`config.mk`:
```
export PLATFORM = sky130hd
export DESIGN_NAME = seg_display_decoder
export DESIGN_NICKNAME = d
export VERILOG_FILES = /design/src/rtl/seg_display_decoder_pkg.sv /design/src/rtl/seg_display_decoder_pattern_decode.sv /design/src/rtl/seg_display_decoder.sv
export SDC_FILE = /design/constraint.sdc
export NUM_CORES = 1
export LEC_CHECK = 0
export ABC_AREA = 1
export CAP_MARGIN = 15
export CORE_MARGIN = 3
export CORE_UTILIZATION = 59
export CTS_CLUSTER_DIAMETER = 50
export DETAILED_ROUTE_END_ITERATION = 10
export PLACE_DENSITY = 0.83
export SLEW_MARGIN = 20
export SYNTH_ARGS = -nofsm -noshare
export SYNTH_HDL_FRONTEND = slang
export SYNTH_SLANG_ARGS = --single-unit
```
`constraint.sdc`:
```
create_clock -name clk -period 3.4 [get_ports clk]
set_input_delay 1.02 -clock clk [delete_from_list [all_inputs] [get_ports clk]]
set_output_delay 1.02 -clock clk [all_outputs]
set_load 0.01 [all_outputs]
```
`src/rtl/seg_display_decoder_pkg.sv`:
```
// seg_display_pkg
//   Constants shared by the 3-digit 7-segment driver and its receive-side
//   decoder:
//     - segment bit positions on the 8-bit active-low segment bus
//       (bit7 = a ... bit1 = g, bit0 = dp)
//     - the 16 hex glyph patterns, as seg[7:1] (a..g), active-low
//     - active-low one-hot digit enable codes
//     - seg_pattern(): nibble -> glyph lookup
package seg_display_pkg;

    // Segment bus bit positions
    localparam int unsigned SEG_A_BIT  = 7;
    localparam int unsigned SEG_B_BIT  = 6;
    localparam int unsigned SEG_C_BIT  = 5;
    localparam int unsigned SEG_D_BIT  = 4;
    localparam int unsigned SEG_E_BIT  = 3;
    localparam int unsigned SEG_F_BIT  = 2;
    localparam int unsigned SEG_G_BIT  = 1;
    localparam int unsigned SEG_DP_BIT = 0;

    // Glyph patterns, {a,b,c,d,e,f,g}, 0 = segment lit
    localparam logic [6:0] SEG_PAT_0 = 7'b0000001;
    localparam logic [6:0] SEG_PAT_1 = 7'b1001111;
    localparam logic [6:0] SEG_PAT_2 = 7'b0010010;
    localparam logic [6:0] SEG_PAT_3 = 7'b0000110;
    localparam logic [6:0] SEG_PAT_4 = 7'b1001100;
    localparam logic [6:0] SEG_PAT_5 = 7'b0100100;
    localparam logic [6:0] SEG_PAT_6 = 7'b0100000;
    localparam logic [6:0] SEG_PAT_7 = 7'b0001111;
    localparam logic [6:0] SEG_PAT_8 = 7'b0000000;
    localparam logic [6:0] SEG_PAT_9 = 7'b0000100;
    localparam logic [6:0] SEG_PAT_A = 7'b0001000;
    localparam logic [6:0] SEG_PAT_B = 7'b1100000;
    localparam logic [6:0] SEG_PAT_C = 7'b0110001;
    localparam logic [6:0] SEG_PAT_D = 7'b1000010;
    localparam logic [6:0] SEG_PAT_E = 7'b0110000;
    localparam logic [6:0] SEG_PAT_F = 7'b0111000;

    // Digit enables, active-low one-hot
    typedef enum logic [2:0] {
        EN_DIG0  = 3'b110,
        EN_DIG1  = 3'b101,
        EN_DIG2  = 3'b011,
        EN_BLANK = 3'b111
    } seg_en_e;

    function automatic logic [6:0] seg_pattern(input logic [3:0] nibble);
        logic [6:0] pat;
        case (nibble)
            4'h0:    pat = SEG_PAT_0;
            4'h1:    pat = SEG_PAT_1;
            4'h2:    pat = SEG_PAT_2;
            4'h3:    pat = SEG_PAT_3;
            4'h4:    pat = SEG_PAT_4;
            4'h5:    pat = SEG_PAT_5;
            4'h6:    pat = SEG_PAT_6;
            4'h7:    pat = SEG_PAT_7;
            4'h8:    pat = SEG_PAT_8;
            4'h9:    pat = SEG_PAT_9;
            4'hA:    pat = SEG_PAT_A;
            4'hB:    pat = SEG_PAT_B;
            4'hC:    pat = SEG_PAT_C;
            4'hD:    pat = SEG_PAT_D;
            4'hE:    pat = SEG_PAT_E;
            default: pat = SEG_PAT_F;
        endcase
        return pat;
    endfunction

endpackage : seg_display_pkg

```
`src/rtl/seg_display_decoder_pattern_decode.sv`:
```
// seg_pattern_decode
//   Combinational inverse of the hex glyph table: 7-bit active-low segment
//   pattern (a..g) -> {hit, nibble}. hit = 0 for any pattern that is not one
//   of the 16 glyphs; nibble is then 0.
//
//   Ports:
//     pattern_i  in  7  segment pattern {a,b,c,d,e,f,g}, active-low
//     hit_o      out 1  pattern matches a glyph
//     nibble_o   out 4  decoded hex value (valid when hit_o = 1)
module seg_pattern_decode
    import seg_display_pkg::*;
(
    input  logic [6:0] pattern_i,
    output logic       hit_o,
    output logic [3:0] nibble_o
);

    // Glyphs are unique, so at most one iteration matches.
    always_comb begin
        hit_o    = 1'b0;
        nibble_o = '0;
        for (int unsigned i = 0; i < 16; i++) begin
            if (pattern_i == seg_pattern(4'(i))) begin
                hit_o    = 1'b1;
                nibble_o = 4'(i);
            end
        end
    end

endmodule : seg_pattern_decode

```
`src/rtl/seg_display_decoder.sv`:
```
// seg_display_decoder
//   Receive side of the 3-digit multiplexed 7-segment driver. Synchronizes the
//   segment and enable lines, waits for each (enable, segment) pair to be
//   stable for SETTLE_CYCLES, decodes the glyph and rebuilds the 12-bit value.
//   Flags undecodable glyphs and multi-hot enable codes (sticky to reset).
//
//   Optional build macro SEG_DISPLAY_DECODER_TIMEOUT_EN: adds an idle counter
//   that drops digits_valid and clears the seen mask after TIMEOUT_CYCLES
//   without a legal capture.
//
//   Ports:
//     clk           in  1   system clock
//     rst_n         in  1   synchronous active-low reset
//     seven_seg     in  8   segment lines, active-low, bit7 = a .. bit0 = dp
//     seven_seg_en  in  3   digit enables, active-low one-hot
//     digits        out 12  last decoded value of each digit (digit0 = [3:0])
//     digits_valid  out 1   all three digits captured since reset/timeout
//     frame_done    out 1   one-cycle pulse on digit0 -> digit1 -> digit2
//     pattern_err   out 1   sticky, undecodable glyph captured
//     enable_err    out 1   sticky, stable enable code with >1 bit low
module seg_display_decoder
    import seg_display_pkg::*;
#(
    parameter int unsigned SETTLE_CYCLES  = 16,
    parameter int unsigned TIMEOUT_CYCLES = 1048576
) (
    input  logic        clk,
    input  logic        rst_n,
    input  logic [7:0]  seven_seg,
    input  logic [2:0]  seven_seg_en,
    output logic [11:0] digits,
    output logic        digits_valid,
    output logic        frame_done,
    output logic        pattern_err,
    output logic        enable_err
);

    localparam logic [7:0] SETTLE_MAX  = 8'(SETTLE_CYCLES);
    localparam logic [7:0] SETTLE_LAST = 8'(SETTLE_CYCLES - 1);

    // Input synchronizers and previous-cycle copy
    logic [7:0]  seg_s1_q, seg_s2_q, seg_prev_q;
    logic [2:0]  en_s1_q, en_s2_q, en_prev_q;

    // Settle filter
    logic [7:0]  settle_cnt_q, settle_cnt_d;
    logic        captured_q, captured_d;
    logic        changed;
    logic        capture;

    // Decoder
    logic        dec_hit;
    logic [3:0]  dec_nibble;

    // Output/frame state
    logic [11:0] digits_q, digits_d;
    logic [2:0]  seen_q, seen_d;
    logic        valid_q, valid_d;
    logic        frame_q, frame_d;
    logic        perr_q, perr_d;
    logic        eerr_q, eerr_d;
    logic        legal_cap;
    logic        timeout_hit;

    always_ff @(posedge clk) begin
        if (!rst_n) begin
            seg_s1_q   <= '1;
            seg_s2_q   <= '1;
            seg_prev_q <= '1;
            en_s1_q    <= '1;
            en_s2_q    <= '1;
            en_prev_q  <= '1;
        end else begin
            seg_s1_q   <= seven_seg;
            seg_s2_q   <= seg_s1_q;
            seg_prev_q <= seg_s2_q;
            en_s1_q    <= seven_seg_en;
            en_s2_q    <= en_s1_q;
            en_prev_q  <= en_s2_q;
        end
    end

    assign changed = {en_s2_q, seg_s2_q} != {en_prev_q, seg_prev_q};

    // Capture is raised on the cycle the counter steps to SETTLE_CYCLES, so
    // the capture result registers on the same edge the counter saturates.
    always_comb begin
        settle_cnt_d = settle_cnt_q;
        captured_d   = captured_q;
        capture      = 1'b0;
        if (changed) begin
            settle_cnt_d = '0;
            captured_d   = 1'b0;
        end else if (settle_cnt_q < SETTLE_MAX) begin
            settle_cnt_d = settle_cnt_q + 8'd1;
            if (settle_cnt_q == SETTLE_LAST && !captured_q) begin
                capture    = 1'b1;
                captured_d = 1'b1;
            end
        end
    end

    seg_pattern_decode u_decode (
        .pattern_i (seg_s2_q[SEG_A_BIT:SEG_G_BIT]),
        .hit_o     (dec_hit),
        .nibble_o  (dec_nibble)
    );

    always_comb begin
        logic [2:0] sel;
        logic [2:0] seen_new;

        digits_d  = digits_q;
        seen_d    = seen_q;
        valid_d   = valid_q;
        frame_d   = 1'b0;
        perr_d    = perr_q;
        eerr_d    = eerr_q;
        legal_cap = 1'b0;
        sel       = ~en_s2_q;
        seen_new  = seen_q;

        if (capture) begin
            case (en_s2_q)
                EN_BLANK: ;
                EN_DIG0, EN_DIG1, EN_DIG2: begin
                    if (dec_hit) begin
                        legal_cap = 1'b1;
                        if (sel[0]) digits_d[3:0]  = dec_nibble;
                        if (sel[1]) digits_d[7:4]  = dec_nibble;
                        if (sel[2]) digits_d[11:8] = dec_nibble;
                        seen_new = seen_q | sel;
                        if (seen_new == 3'b111) valid_d = 1'b1;
                        // An in-order frame ends on digit2; restart tracking
                        // of digits 0 and 1 for the next frame.
                        if (sel[2] && seen_q[1:0] == 2'b11) begin
                            frame_d       = 1'b1;
                            seen_new[1:0] = 2'b00;
                        end
                        seen_d = seen_new;
                    end else begin
                        perr_d = 1'b1;
                    end
                end
                default: eerr_d = 1'b1;
            endcase
        end

        // Only fires without a legal capture, so it never masks a frame.
        if (timeout_hit) begin
            valid_d = 1'b0;
            seen_d  = '0;
        end
    end

`ifdef SEG_DISPLAY_DECODER_TIMEOUT_EN
    localparam int unsigned IDLE_W = $clog2(TIMEOUT_CYCLES + 1);
    localparam logic [IDLE_W-1:0] IDLE_MAX = IDLE_W'(TIMEOUT_CYCLES);

    logic [IDLE_W-1:0] idle_q, idle_d;

    always_comb begin
        idle_d      = idle_q;
        timeout_hit = 1'b0;
        if (legal_cap) begin
            idle_d = '0;
        end else if (idle_q < IDLE_MAX) begin
            idle_d = idle_q + 1'b1;
            if (idle_d == IDLE_MAX) timeout_hit = 1'b1;
        end
    end

    always_ff @(posedge clk) begin
        if (!rst_n) idle_q <= '0;
        else        idle_q <= idle_d;
    end
`else
    // No idle timer in this build; TIMEOUT_CYCLES is folded away.
    assign timeout_hit = (TIMEOUT_CYCLES == 0) && 1'b0;
`endif

    always_ff @(posedge clk) begin
        if (!rst_n) begin
            settle_cnt_q <= '0;
            captured_q   <= 1'b0;
            digits_q     <= '0;
            seen_q       <= '0;
            valid_q      <= 1'b0;
            frame_q      <= 1'b0;
            perr_q       <= 1'b0;
            eerr_q       <= 1'b0;
        end else begin
            settle_cnt_q <= settle_cnt_d;
            captured_q   <= captured_d;
            digits_q     <= digits_d;
            seen_q       <= seen_d;
            valid_q      <= valid_d;
            frame_q      <= frame_d;
            perr_q       <= perr_d;
            eerr_q       <= eerr_d;
        end
    end

    assign digits       = digits_q;
    assign digits_valid = valid_q;
    assign frame_done   = frame_q;
    assign pattern_err  = perr_q;
    assign enable_err   = eerr_q;

endmodule : seg_display_decoder
```
==> out/summary.txt, run 1 <==
Status: finished, final reports clean
CP Max Fanout: 26
Largest net degree at the start of global routing: 27
Clock tree from TritonCTS: yes
Fin Setup TNS: 0 ps
Final number of hold-violating endpoints: 0
Portion of synthesized cell area occupied by the leading cell type: 0.470
Critical R2R Capture: digits[4]$_SDFFE_PN0P_
Number of buffers inserted for hold repair after clock tree synthesis: 0
Number of antenna violations at the first check in global routing: 0
Cells on Worst Hold Path: 1
Gate count of the mapped netlist: 360
First-pass detailed-route iteration total: 4
Final net count: 408
Dominant combinational family: simple AND/OR/NAND/NOR gates
Total Power Consumption: 1.51 mW
Area fraction in full adders, half adders and majority gates: 0.00482
Most heavily used metal layer in global routing: met2
Yosys warning count: 0
Max-slew headroom: 0.630
Die boundary height: 72.4 um
Number of enable flip-flop cells: 0
Clk buf depth: 2
Die area: 5230 sq um
Clock root buffer: sky130_fd_sc_hd__clkbuf_8
Kind of start point of the critical path: primary input
Worst skew pair latency: 330 ps
Maximum clock frequency: 0.428 GHz
Remaining antenna violation count after routing: 0
Number of buffers inserted during clock tree synthesis: 9
Arrival time reported for the critical path endpoint: 2550 ps
Number of unique standard cell types used by synthesis: 28
Total setup violations reported at the end of the flow: 0
Yosys cell count: 360
Depth of the critical timing path with buffers and inverters included: 3
Setup repair after global routing missed its margin: false
Worst Hold Path EP: seg_s2_q[0]$_SDFF_PN1_
Register-to-Register Path Depth: 12
HP Start: seg_s1_q[0]$_SDFF_PN1_
Cell at the slowest stage of the critical path: sky130_fd_sc_hd__clkdlybuf4s50_1
OpenROAD warning count: 26
DR vias/cell: 4.83
Clock-pin slew of the registers on the worst-case setup and hold paths: 60 ps
Simple-gate portion of the synthesized area: 0.380
Stage delay of the slowest cell on the critical path: 750 ps
Endpoint of the most critical setup path: en_s2_q[2]$_SDFF_PN1_
Final weighted congestion in routability-driven placement: 0.877
Fraction of the yosys area taken by sequential cells: 0.470
Setup slack of the worst register-to-register path: 1290 ps
Buffers added on ports: 28
CTS resizes: 0
Area growth syn-to-layout: 20.6%
Global-route congestion overflow total: 0
Worst Setup SP: rst_n
Core Rows: 23
Endpoint kind of the worst setup timing path: register
Type of the worst setup path: in -> reg
Total of flip-flops plus latches after synthesis: 61
Total placed cells including tap cells: 433
Area of the core region: 4120 sq um
Met3 track demand over resource in global routing: 0.0651
Final worst slack: 1070 ps
Top post-synthesis cells by count: sky130_fd_sc_hd__nand2_1, sky130_fd_sc_hd__nor2_1, sky130_fd_sc_hd__dfxtp_1, sky130_fd_sc_hd__inv_1, sky130_fd_sc_hd__or2_2
Drt first-iter violations: 176
Hold crit path type: reg -> reg
Leading register cell type out of synthesis: sky130_fd_sc_hd__dfxtp_1
Largest cells by area after synthesis: sky130_fd_sc_hd__dfxtp_1, sky130_fd_sc_hd__nand2_1, sky130_fd_sc_hd__nor2_1
Synthesized-area fraction occupied by xor and xnor cells: 0.0236
Data required time of the worst path: 3610 ps
Synthesized area: 2600 sq um
Gate family responsible for the most delay along the worst path: buffers and inverters
Leakage power summed over all cells: 1.45 nW
M2 GR Usage: 0.350
Chip width: 72.4 um
Top-level port count: 29
Total nets after synthesis: 374
DR DRC count: 0
Async set or reset register ratio after synthesis: 0
run 1: registers in the layout (all words and copies together), names as in the netlist, 3 cells and up:
name	count
digits	12
seg_prev_q	8
seg_s1_q	8
seg_s2_q	8
settle_cnt_q	8
en_prev_q	3
en_s1_q	3
en_s2_q	3
seen_q	3
run 1: power by group:
group | switching [mW] | internal [mW]
registers | 0.0114 | 0.731
logic | 0.0403 | 0.0345
clock network | 0.265 | 0.428
run 1: per-layer routing:
layer	vias up	part of all wire
met5	-	0
met4	0	0.010
met3	5	0.056
met2	53	0.48
met1	954	0.46
li1	1152	-
run 1: cell type report:
cell class              instances  area [sq um]
fillers                       308           983
flip-flops and latches         61          1220
repair buffers                 29           288
multi-input cells             235          1130
well taps                      50          62.6
clock buffers                  11           141
inverters                      58           218
clock inverters                 4          72.6
### Where the registers sit, run 1

(4 px per um) Other sequential cells in the stronger gray, the rest of the logic in the fainter gray.
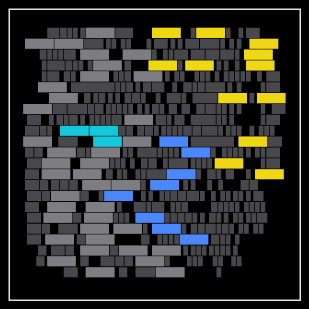
legend:
  blue:
    netlist_name: `seg_prev_q`
    flops: 8
  yellow:
    netlist_name: `digits`
    flops: 12
  cyan:
    netlist_name: `seen_q`
    flops: 3
not colored: 38
utilization after layout: 0.761
area taken by flip-flops and latches: 1220 sq um
flip-flop and latch share of the layout cell area: 0.390
power consumed by sequential cells: 0.743 mW

### Clock wiring as the flow saved it, run 1

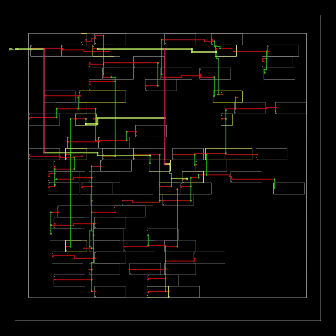
total clock network power: 0.693 mW
final-layout clock buffer total: 11
sequential cell count: 61
Worst Skew: 7.41 ps

### Signal wires by layer, run 1

(4 px per um)
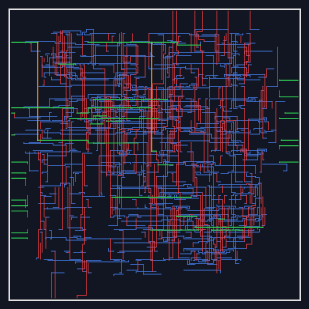
legend:
  green:
    layer: metal 3
    wire_length: 280 um
  orange:
    layer: metal 4
    wire_length: 51.7 um
  blue:
    layer: metal 1
    wire_length: 2270 um
  red:
    layer: metal 2
    wire_length: 2370 um
Global Route Usage Sum: 0.212
total vias in the final route: 2164
wire length per cell after detailed routing: 11.1 um
final wirelength: 4970 um

==> run 1 -> run 2 <==
- CORE_UTILIZATION: 59 -> 50
- PLACE_DENSITY: 0.83 -> 0.75
- clock period: 3.4 -> 2 ns (I/O delays scaled with it)
==> run 2 against run 1 <==
Compared with the run above: flip-flop count unchanged; die area increased by 16%; wire length decreased by 8.0%; critical path type is now reg -> out; critical endpoint is now digits[3].
==> out/summary.txt, run 2 <==
Area growth syn-to-layout: 22.5%
Number of enable flip-flop cells: 0 (unchanged)
CP Max Fanout: 2 (-92%)
Gate family responsible for the most delay along the worst path: buffers and inverters
Area taken by flip-flops and latches: 1220 sq um (unchanged)
Combinational share of power: 0.054 (+0.004)
CP cell instances: clkdlybuf4s50_1
Fraction of the yosys area taken by sequential cells: 0.470 (unchanged)
Die boundary height: 78.1 um (+7.9%)
Area used by multi-input combinational logic: 1130 sq um (+0.44%)
Endpoint kind of the worst setup timing path: primary output
Yosys cell count: 360 (unchanged)
Fin cells: 471
Gate count of the mapped netlist: 360 (unchanged)
Final worst slack: 191 ps (-876 ps)
OpenROAD warning count: 26 (unchanged)
Relative contribution of the clock network to total power: 0.417 (-0.042)
Detailed-route wire length on metal 1: 2280 um (+0.40%)
Remaining antenna violation count after routing: 0 (unchanged)
Final net count: 414 (+1.5%)
Final count of pins violating max slew: 0
Final weighted congestion in routability-driven placement: 0.946 (+7.8%)
Top library cells by usage in the layout, fill and taps aside: sky130_fd_sc_hd__nand2_1, sky130_fd_sc_hd__nor2_1, sky130_fd_sc_hd__dfxtp_1
Final-layout clock buffer total: 10 (-1)
Maximum clock frequency: 0.553 GHz
Total nets after synthesis: 374 (unchanged)
Die area: 6100 sq um (+16%)
Buffers outside the clock class: 35 (+21%)
Synthesized-area fraction occupied by xor and xnor cells: 0.0236 (unchanged)
Most heavily used metal layer in global routing: met2
Leading register cell type out of synthesis: sky130_fd_sc_hd__dfxtp_1
Yosys warning count: 0 (unchanged)
Async set or reset register ratio after synthesis: 0 (unchanged)
Number of diodes added for antenna fixing: 0
Max-slew headroom: 0.652 (+0.0225)
Clk buf depth: 2 (unchanged)
Global-route wire length before repair: 8110 um
Post-CTS setup buffer count: 0
Number of signal-net inverters in the final layout: 58 (unchanged)
Routed wire length on met2: 2010 um (-15%)
Uppermost signal routing layer after detailed routing: met4
Number of unique standard cell types used by synthesis: 28 (unchanged)
Clock-pin slew of the registers on the worst-case setup and hold paths: 60 ps (about the same)
Group with the largest share of power: registers
Complex-gate fraction of the synthesized area: 0.0260
Total placed cells including tap cells: 456 (+5.3%)
Cell taking the most area after synthesis: sky130_fd_sc_hd__dfxtp_1
Hold crit path type: reg -> reg
Pre-Place Util: 0.532
Power consumed by sequential cells: 1.26 mW (+70%)
Global-route congestion overflow total: 0 (unchanged)
Area of the core region: 4880 sq um (+19%)
Stage delay of the slowest cell on the critical path: 540 ps (-210 ps)
Arrival time reported for the critical path endpoint: 1210 ps (-1340 ps)
Filler Cell Count: 459 (+49%)
Total Power Consumption: 2.39 mW (+58%)
Core Rows: 25 (+8.7%)
Drt first-iter violations: 107 (-39%)
Area fraction in full adders, half adders and majority gates: 0.00482 (unchanged)
Total setup violations reported at the end of the flow: 0 (unchanged)
Largest net degree at the start of global routing: 28 (+3.7%)
Max-area cell class: registers
WL met3: 182 um (-35%)
Buffers added on ports: 28 (unchanged)
First-pass detailed-route iteration total: 4 (unchanged)
Logic power comb: 0.130 mW (+74%)
Flip-flop and latch share of the layout cell area: 0.384 (-0.00613)
Largest cells by area after synthesis: sky130_fd_sc_hd__dfxtp_1, sky130_fd_sc_hd__nand2_1, sky130_fd_sc_hd__nor2_1
Sequential share of power: 0.528 (+0.036)
Total of flip-flops plus latches after synthesis: 61 (unchanged)
Final Cycle Share: 0.905
Dominant combinational family: simple AND/OR/NAND/NOR gates
Clock root buffer: sky130_fd_sc_hd__clkbuf_8
Minimum clock period after layout: 1810 ps
Top post-synthesis cells by count: sky130_fd_sc_hd__nand2_1, sky130_fd_sc_hd__nor2_1, sky130_fd_sc_hd__dfxtp_1, sky130_fd_sc_hd__inv_1, sky130_fd_sc_hd__or2_2
Switching Share: 0.218 (+0.00853)
Clock tree from TritonCTS: yes
Sequential cell count: 61 (unchanged)
DR DRC count: 0 (unchanged)
Setup repair after global routing missed its margin: false
Portion of synthesized cell area occupied by the leading cell type: 0.470 (unchanged)
Number of multi-input logic gates: 235 (unchanged)
H-tree level count: 3
Relative area of non-clock buffer cells in the final design: 0.109 (+0.0166)
Type of the worst setup path: reg -> out
Share of final layout cell area taken by clock buffers and inverters: 0.0566 (-0.0117)
Simple-gate portion of the synthesized area: 0.380 (unchanged)
Internal power contribution: 1.87 mW (+56%)
Number of well taps: 67 (+34%)
Synthesized area: 2600 sq um (unchanged)
Met3 track demand over resource in global routing: 0.0493 (-0.0158)
Post-place setup slack: 58.3 ps
Number of antenna violations at the first check in global routing: 0 (unchanged)
Status: finished, final reports clean
Yosys top cell by instances: sky130_fd_sc_hd__nand2_1
Sw Pwr: 0.521 mW (+65%)
Kind of start point of the critical path: register
DR vias/cell: 4.53 (-6.2%)
Post-route cell area: 3180 sq um
M2 GR Usage: 0.272 (-0.0776)
Flip-flop count of the largest register, all copies and words added: 12 (unchanged)
Actual slew at the worst max-slew pin: 521 ps
Leakage power summed over all cells: 1.47 nW (+1.7%)
Data required time of the worst path: 1400 ps (-2210 ps)
Chip width: 78.1 um (+7.9%)
Top-level port count: 29 (unchanged)
Most frequently placed logic cell in the final layout: sky130_fd_sc_hd__nand2_1
Fin Setup TNS: 0 ps (unchanged)
Utilization after layout: 0.652 (-0.109)
Synthesis area per yosys: 2600 sq um
Placed cell area: 3000 sq um
Power density normalized to cell area: 751 nW/um^2
Final number of hold-violating endpoints: 0 (unchanged)
Peak supply drop: 0.540 mV
Multi-input gate share of the layout cell area: 0.356 (-0.00409)
Cell at the slowest stage of the critical path: sky130_fd_sc_hd__clkdlybuf4s50_1
==> run 2: what timing repair did <==
item,in CTS,in global routing
gates resized,0,1
setup endpoints to repair,0,2
hold buffers,0,0
==> run 2: path summary, 6_finish.rpt <==
path,endpoint,startpoint,depth (start not counted),slack [ps]
worst max-delay path,digits[3],digits[3]$_SDFFE_PN0P_,1,190
worst min-delay path,seg_s2_q[6]$_SDFF_PN1_,seg_s1_q[6]$_SDFF_PN1_,1,410
worst max register to register,seen_q[0]$_SDFFE_PN0P_,seg_s2_q[7]$_SDFF_PN1_,11,220
worst min register to register,seg_s2_q[6]$_SDFF_PN1_,seg_s1_q[6]$_SDFF_PN1_,1,410
### Signal wires by layer, run 2

(4 px per um)
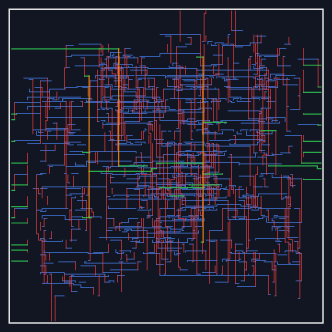
wire length per cell after detailed routing: 9.72 um
total vias in the final route: 2133
final wirelength: 4580 um
Global Route Usage Sum: 0.170

### Clock wiring as the flow saved it, run 2

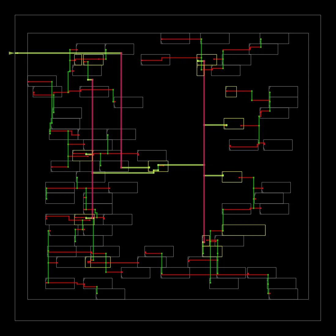
worst skew pair latency: 330 ps
CTS sink count: 61
number of buffers inserted during clock tree synthesis: 9
total clock network power: 0.997 mW
Worst Skew: 5.44 ps

==> run 2 -> run 3 <==
- ABC_AREA: 1 -> 0
- REMOVE_ABC_BUFFERS: unset -> 1
==> run 3 against run 2 <==
Compared with the run above: non-clock buffer count up 18; utilization up 3.1 points; register-to-register slack worse by 100 ps; critical path depth is 5 higher; fmax down 3.8%; critical path type is now reg -> reg; largest power group unchanged.
==> out/summary.txt, run 3 <==
Largest net degree at the start of global routing: 27 (-3.6%)
Core Rows: 25 (unchanged)
Remaining antenna violation count after routing: 0 (unchanged)
Global Route Usage Sum: 0.179 (+0.00903)
Chip width: 78.3 um (+0.31%)
Total vias in the final route: 2005 (-6.0%)
CP cell instances: or2_2 -> o32a_2 -> o311ai_2 -> buf_4 -> and4bb_2 -> o21a_1
Clk buf depth: 2 (unchanged)
Yosys warning count: 0 (unchanged)
Total Power Consumption: 2.58 mW (+7.9%)
Drt first-iter violations: 91 (-15%)
Fin cells: 384 (-18%)
Endpoint of the most critical setup path: pattern_err$_SDFFE_PN0P_
Final number of hold-violating endpoints: 0 (unchanged)
M2 GR Usage: 0.293 (+0.0205)
Fraction of the yosys area taken by sequential cells: 0.467 (-0.00315)
Die area: 6130 sq um (+0.63%)
Area taken by flip-flops and latches: 1230 sq um (+0.82%)
Top post-synthesis cells by count: sky130_fd_sc_hd__dfxtp_1, sky130_fd_sc_hd__nand2b_1, sky130_fd_sc_hd__nand2_1, sky130_fd_sc_hd__nor2_1, sky130_fd_sc_hd__xnor2_1
Simple-gate portion of the synthesized area: 0.267 (-0.114)
Portion of synthesized cell area occupied by the leading cell type: 0.467 (-0.00315)
Flip-flop count of the largest register, all copies and words added: 12 (unchanged)
Clock-pin slew of the registers on the worst-case setup and hold paths: 60 ps (about the same)
Register-to-Register Path Depth: 6 (-5)
Number of antenna violations at the first check in global routing: 0 (unchanged)
Gate family responsible for the most delay along the worst path: simple AND/OR/NAND/NOR gates
Number of signal-net inverters in the final layout: 4 (-93%)
Status: finished, final reports clean
Relative area of non-clock buffer cells in the final design: 0.143 (+0.0342)
Post-place setup slack: -16.8 ps (-75.2 ps)
HP Start: seg_s1_q[3]$_SDFF_PN1_
Area of the core region: 4880 sq um (unchanged)
Setup slack of the worst register-to-register path: 120 ps (-100 ps)
Global-route congestion overflow total: 0 (unchanged)
DR DRC count: 0 (unchanged)
CTS sink count: 61 (unchanged)
Fin Setup TNS: 0 ps (unchanged)
Complex-gate fraction of the synthesized area: 0.112 (+0.0860)
Number of diodes added for antenna fixing: 0 (unchanged)
Area growth syn-to-layout: 27.4%
Sequential cell count: 61 (unchanged)
CTS resizes: 4 (+4)
Worst Hold Path EP: seg_s2_q[3]$_SDFF_PN1_
Worst Setup SP: seg_s2_q[2]$_SDFF_PN1_
Dominant combinational family: simple AND/OR/NAND/NOR gates
Routed wire length on met2: 2400 um (+19%)
Buffers outside the clock class: 53 (+51%)
Depth of the critical timing path with buffers and inverters included: 6 (+5)
Number of buffers inserted during clock tree synthesis: 9 (unchanged)
First-pass detailed-route iteration total: 4 (unchanged)
Top library cells by usage in the layout, fill and taps aside: sky130_fd_sc_hd__dfxtp_1, sky130_fd_sc_hd__nand2b_1, sky130_fd_sc_hd__nand2_1, sky130_fd_sc_hd__clkdlybuf4s50_1, sky130_fd_sc_hd__buf_4
Total placed cells including tap cells: 366 (-20%)
Max-slew headroom: 0.714 (+0.0615)
Synthesis area per yosys: 2620 sq um (+0.67%)
Utilization after layout: 0.683 (+0.0305)
Pre-Place Util: 0.536 (+0.00359)
Maximum clock frequency: 0.531 GHz (-3.8%)
Uppermost signal routing layer after detailed routing: met4
Number of multi-input logic gates: 183 (-22%)
Critical R2R Capture: pattern_err$_SDFFE_PN0P_
WL met3: 214 um (+18%)
Clock tree from TritonCTS: yes
Cell taking the most area after synthesis: sky130_fd_sc_hd__dfxtp_1
Multi-input gate share of the layout cell area: 0.394 (+0.0382)
Data required time of the worst path: 2230 ps (+830 ps)
Buffers added on ports: 28 (unchanged)
Yosys top cell by instances: sky130_fd_sc_hd__dfxtp_1
Die boundary height: 78.3 um (+0.31%)
Endpoint kind of the worst setup timing path: register
Final worst slack: 118 ps (-72.2 ps)
Stage delay of the slowest cell on the critical path: 380 ps (-160 ps)
-- run 3: netlist changes by cell type in the layout (fill, tap and decap cells not counted), moves of 8 or more --
cell and change:
sky130_fd_sc_hd__nand3_1 -10, sky130_fd_sc_hd__buf_4 +18, sky130_fd_sc_hd__dfxtp_2 +8, sky130_fd_sc_hd__mux2i_1 +12, sky130_fd_sc_hd__nand2_1 -56, sky130_fd_sc_hd__dfxtp_1 -8, sky130_fd_sc_hd__inv_2 -12, sky130_fd_sc_hd__inv_1 -41
sky130_fd_sc_hd__nor2_1 -53, sky130_fd_sc_hd__or2_2 -22, sky130_fd_sc_hd__nand2b_1 +33
-- run 3: power breakdown --
part           internal (mW)  switching, mW
logic                 0.0895         0.0895
registers               1.24         0.0240
clock network          0.675          0.454
total                   2.01          0.568
### Signal wires by layer, run 3

(4 px per um)
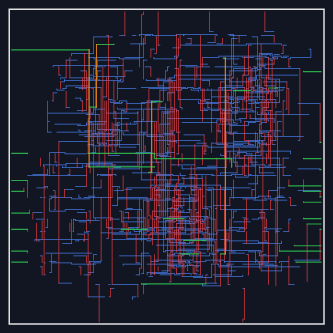
legend:
  green:
    layer: metal 3
    wire_length: 214 um
  orange:
    layer: metal 4
    wire_length: 112 um
  blue:
    layer: metal 1
    wire_length: 2250 um
  red:
    layer: metal 2
    wire_length: 2400 um
final wirelength: 4970 um
wire length per cell after detailed routing: 12.9 um

### Clock wiring as the flow saved it, run 3

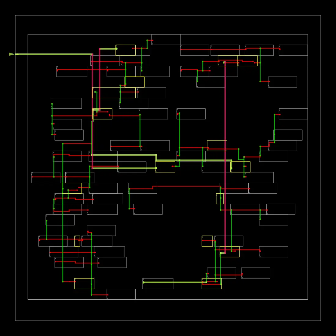
Worst Skew: 4.38 ps
total clock network power: 1.13 mW
final-layout clock buffer total: 13
worst skew pair latency: 340 ps


==> layout pictures side by side <==
Logic cells by family.
(4 px per um)
panel A
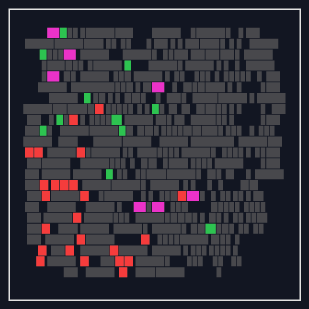
panel B
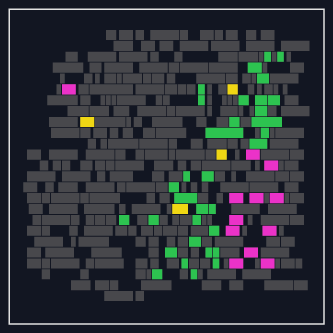
panel C
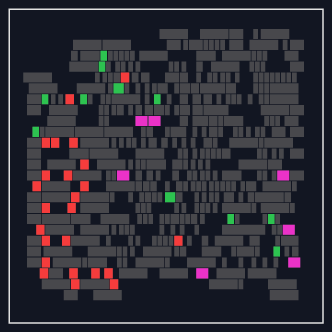
The one with the fewest cells is panel B.
The one with the smallest die is panel A.
Run 2 is panel C.
Run 1 is panel A.
Run 3 is panel B.

Power and IR drop assume default switching activity.
